clock_wires.png
Scale bar: 10 microns.
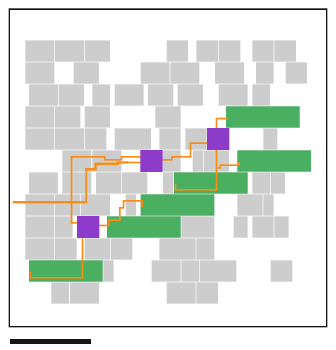
gates.png
Scale bar: 10 microns.
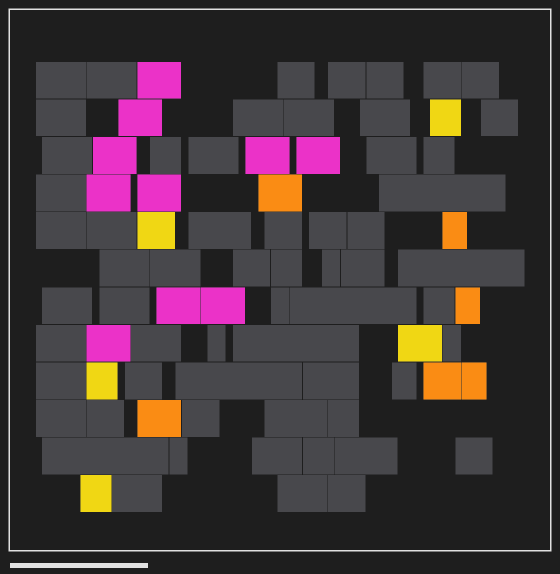
clock_nets.png
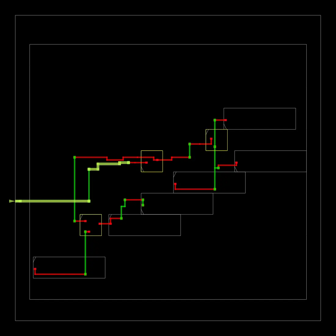
floorplan.png
Pins as bars on the die edge. Tap cells in gray.
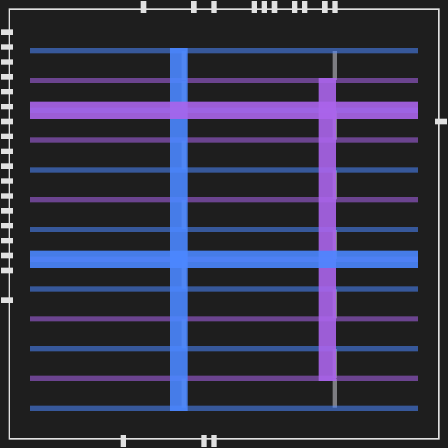
==> config.mk <==
export PLATFORM = sky130hd
export DESIGN_NAME = hazard_stall_ctrl
export DESIGN_NICKNAME = d
export VERILOG_FILES = /design/src/rtl/hazard_stall_ctrl.sv
export SDC_FILE = /design/constraint.sdc
export NUM_CORES = 1
export LEC_CHECK = 0
export CORE_MARGIN = 1.5
export CORE_UTILIZATION = 37
export DETAILED_ROUTE_END_ITERATION = 10
export PLACE_DENSITY_LB_ADDON = 0.15
export SLEW_MARGIN = 20
export SYNTH_ARGS = -nofsm -noshare
export SYNTH_HDL_FRONTEND = slang
export SYNTH_SLANG_ARGS = --single-unit
==> constraint.sdc <==
create_clock -name clk -period 4.55 [get_ports clk]
set_input_delay 0.91 -clock clk [delete_from_list [all_inputs] [get_ports clk]]
set_output_delay 0.91 -clock clk [all_outputs]
set_load 0.1 [all_outputs]
==> src/rtl/hazard_stall_ctrl.sv <==
// Pipeline sequencing controller: stage enables, flushes, bubbles, dmem timeout.
// Optional performance counters are compiled in with `define PERF_CNT_EN.
module hazard_stall_ctrl #(
  parameter int MEM_TIMEOUT = 16
`ifdef PERF_CNT_EN
  , parameter int CNT_W = 32
`endif
) (
  input  logic       clk,
  input  logic       rst,
  input  logic [4:0] id_rs1,
  input  logic [4:0] id_rs2,
  input  logic       id_use_rs1,
  input  logic       id_use_rs2,
  input  logic [4:0] ex_rd,
  input  logic       ex_MemRead,
  input  logic       ex_redirect,
  input  logic       mem_req,
  input  logic       dmem_ready,
  output logic       PCWrite,
  output logic       IFIDWrite,
  output logic       IDEXWrite,
  output logic       EXMEMWrite,
  output logic       ctrl_bubble,
  output logic       IFID_flush,
  output logic       IDEX_flush,
  output logic       mem_abort,
  output logic       mem_err
`ifdef PERF_CNT_EN
  ,
  output logic [CNT_W-1:0] stall_cycles,
  output logic [CNT_W-1:0] flush_events
`endif
);

  localparam int CW = (MEM_TIMEOUT > 2) ? $clog2(MEM_TIMEOUT) : 1;
  localparam logic [CW-1:0] CNT_LAST = CW'(MEM_TIMEOUT - 1);

  typedef enum logic {RUN, WAIT} state_t;

  state_t        state;
  state_t        state_nx;
  logic [CW-1:0] wait_cnt;
  logic [CW-1:0] wait_cnt_nx;
  logic          lu_haz;
  logic          timeout;
  logic          freeze;
  logic          rs1_hit;
  logic          rs2_hit;

  // Hazard and wait-bound conditions
  always_comb begin
    rs1_hit = id_use_rs1 && (id_rs1 == ex_rd);
    rs2_hit = id_use_rs2 && (id_rs2 == ex_rd);
    lu_haz  = ex_MemRead && (ex_rd != 5'd0) && (rs1_hit || rs2_hit);
    timeout = (state == WAIT) && (wait_cnt == CNT_LAST);
    freeze  = mem_req && !dmem_ready && !timeout;
  end

  // Prioritised stage controls; everything held off while in reset
  always_comb begin
    PCWrite     = 1'b0;
    IFIDWrite   = 1'b0;
    IDEXWrite   = 1'b0;
    EXMEMWrite  = 1'b0;
    ctrl_bubble = 1'b0;
    IFID_flush  = 1'b0;
    IDEX_flush  = 1'b0;
    mem_abort   = 1'b0;
    if (!rst) begin
      mem_abort = timeout && mem_req && !dmem_ready;
      if (freeze) begin
        PCWrite    = 1'b0;
      end else if (ex_redirect) begin
        PCWrite    = 1'b1;
        IFIDWrite  = 1'b1;
        IDEXWrite  = 1'b1;
        EXMEMWrite = 1'b1;
        IFID_flush = 1'b1;
        IDEX_flush = 1'b1;
      end else if (lu_haz) begin
        IDEXWrite   = 1'b1;
        EXMEMWrite  = 1'b1;
        ctrl_bubble = 1'b1;
      end else begin
        PCWrite    = 1'b1;
        IFIDWrite  = 1'b1;
        IDEXWrite  = 1'b1;
        EXMEMWrite = 1'b1;
      end
    end
  end

  // Wait FSM next state and wait counter update
  always_comb begin
    state_nx    = state;
    wait_cnt_nx = wait_cnt;
    unique case (state)
      RUN: begin
        if (freeze) begin
          state_nx    = WAIT;
          wait_cnt_nx = CW'(1);
        end
      end
      WAIT: begin
        if (freeze) begin
          if (wait_cnt != CNT_LAST)
            wait_cnt_nx = wait_cnt + CW'(1);
        end else begin
          state_nx    = RUN;
          wait_cnt_nx = '0;
        end
      end
      default: begin
        state_nx    = RUN;
        wait_cnt_nx = '0;
      end
    endcase
  end

  // State, wait counter and sticky timeout flag
  always_ff @(posedge clk or posedge rst) begin
    if (rst) begin
      state    <= RUN;
      wait_cnt <= '0;
      mem_err  <= 1'b0;
    end else begin
      state    <= state_nx;
      wait_cnt <= wait_cnt_nx;
      if (mem_abort)
        mem_err <= 1'b1;
    end
  end

`ifdef PERF_CNT_EN
  // Stall and flush event counters, free-running with wrap
  always_ff @(posedge clk or posedge rst) begin
    if (rst) begin
      stall_cycles <= '0;
      flush_events <= '0;
    end else begin
      if (freeze || (lu_haz && !ex_redirect))
        stall_cycles <= stall_cycles + CNT_W'(1);
      if (ex_redirect && !freeze)
        flush_events <= flush_events + CNT_W'(1);
    end
  end
`endif

endmodule

==> Slide: Implementation Results <==
Synthesis and Place & Route Summary

Worst setup path
  – CP max stage delay: 460 ps
  – Worst Setup Path Type: in -> out
  – Worst setup EP type: primary output
  – Crit-path max FO: 3
  – Worst r2r src: wait_cnt[0]
  – Worst Reg-to-Reg Cells: 4
  – Worst R2R Setup Slack: 3100 ps
  – Required @ worst endpoint: 3640 ps
  – CP endpoint: ctrl_bubble
  – Crit-path cells: clkdlybuf4s50_1 -> xor2_1 -> nor4_2 -> a32oi_1 -> nor4_2 -> buf_4
  – Worst path top cell family by delay: buffers and inverters
  – CP arrival: 2710 ps
  – WP buf/inv: 2
  – Critical path's slowest cell: clkdlybuf4s50_1
  – Worst Setup SP: ex_rd[3]
  – CP Launch Type: input pin
  – CP Depth: 6
  – Reg2reg end: mem_err

Synthesis
  – Synthesized area: 481.7 sq um
  – Ys async rst share: 100.0%
  – Post-synth top area share: 31.17%
  – Aoi share: 11.69%
  – Register area share after synthesis: 31.17%
  – Syn avg cell area: 9.445 sq um
  – Most numerous cell in the Yosys netlist: xor2_1
  – Top FF cell, synth: dfrtp_1
  – Commonest cells in the netlist: xor2_1 (8), dfrtp_1 (6), nor2_1 (5)
  – Synth flops: 6
  – Top non-seq family: simple AND/OR/NAND/NOR gates
  – Post-synth area from yosys stat: 481.7 sq um
  – Syn Nets: 75
  – Synth warnings: 0
  – Simple-Gate Fraction of Synth Area: 28.57%
  – Synth mux share: 2.338%
  – Post-Syn Instances: 51
  – # Cells Yosys: 51
  – Biggest area cells: dfrtp_1 (31%), xor2_1 (15%), nor4_2 (5.2%)
  – Xor+xnor area frac: 18.18%
  – Top cell type by total area after synthesis: dfrtp_1
  – Adder share: 2.597%

Place
  – Placed insts: 93
  – RePlAce Congestion: 0.6582
  – Port Buf Inserts: 31
  – Dpl hpwl: 1110 microns
  – DP Area: 769.5 sq um

Cells and area
  – Clock buf/inv share: 2.844%
  – Biggest register: wait_cnt
  – Logic area: 307.8 sq um
  – Storage element area: 150.1 sq um
  – Top Registers: wait_cnt (4), mem_err (1), state (1)
  – Fillers: 98
  – Nets: 108
  – Seq area share: 18.96%
  – Max-area cell class: logic gates
  – Area grow syn2layout: 64.42%
  – N_diodes: 0
  – Post-route insts no fill: 96
  – Layout non-clock buf frac: 36.65%
  – Signal inverters: 1
  – Final standard cell utilization of the core: 68.51%
  – Bufs w/o clock: 31
  – Max reg flops: 4

Global route
  – GRT overflow: 0
  – GRT met1 Usage: 18.40%
  – Global Route Usage Sum: 19.35%
  – Met3 usage: 8.092%
  – Vias in the first global route: 499
  – Largest net degree at the start of global routing: 7
  – Initial antenna violation count: 0

Floorplan
  – Core Area: 1156 sq um
  – IO Count: 32
  – Tap cells: 14
  – # rows: 12
  – Die Y: 39.08 microns
  – Initial Util: 41.67%
  – Die X: 39.08 microns
  – Chip area: 1527 sq um

Power and ir drop
  – Leak pwr: 0.3341 nW
  – Clk power: 0.0485 mW
  – Internal: 0.1164 mW
  – Reg power frac: 32.2%
  – Comb. pwr: 0.0731 mW
  – Psw: 0.06307 mW
  – Power share of the combinational group: 40.7%
  – Sequential cell power: 0.0578 mW
  – Power per cell area: 226.6 nW/um^2
  – Clock network power share: 27.1%
  – Max VDD drop: 0.1377 mV
  – Net Sw Frac: 35.14%

Routing
  – Vias post-DR: 501
  – Met1 wire length: 465 microns
  – Drt total wl: 1249 microns
  – WL met2: 698 microns
  – First-pass detailed-route iteration total: 4
  – Routed len/inst: 13.01 microns
  – Detail Route Antenna Nets: 0
  – Via density per instance: 5.219
  – Met3 WL: 85 microns

Timing
  – TNS Setup: 0 ps
  – Final Setup Violations: 0
  – Hold Fails Final Rpt: 0
  – Worst Hold Slack: 486.0 ps
  – Clock skew: 2.769 ps
  – Unrepaired setup endpoints after global routing: false
  – Post-layout min period: 3623 ps
  – Period utilisation layout: 79.63%
  – Pins Over Slew Limit: 0
  – Worst-margin pin slew: 957.5 ps
  – Max_slew headroom: 35.97%

CTS
  – Hold-fix buffer count after cts: 0
  – CTS H-tree depth: 1
  – Clock root cell: clkbuf_4
  – CTS tree: done
  – Cts bufs inserted: 3
  – Gates resized, CTS repair: 0
  – CTS max path bufs: 2
  – Worst-path clk slew: 50 ps

Run
  – Tool Warnings: 26
  – Max Cap Violations: 0

Worst hold path
  – Worst Hold Depth: 1
  – Hold Path Sink: mem_err
  – HP Start: mem_err

Outcome
  – Status: finished clean
Notes on clock_wires.png above:
[clock-net drivers] purple | count: 3
[flip-flops] green | count: 6
[clock wires] orange | length: 93.7 microns
routed clock nets	4

Notes on gates.png above:
family	color	cells
aoi and oai cells	orange	6
xor and xnor cells	magenta	10
and/or cells	yellow	5

Notes on clock_nets.png above:
seq_cells: 6
CTS sink count: 6
CLK BUF: 3
Clock Latency Late Sink: 240 ps

Notes on floorplan.png above:
net	color
VSS	blue
VDD	purple
met5 straps	2
rows	12
signal pins	32
met4 straps	2
met1 rails	13

Power figures rest on the tool's default switching activity, not on a simulated workload.
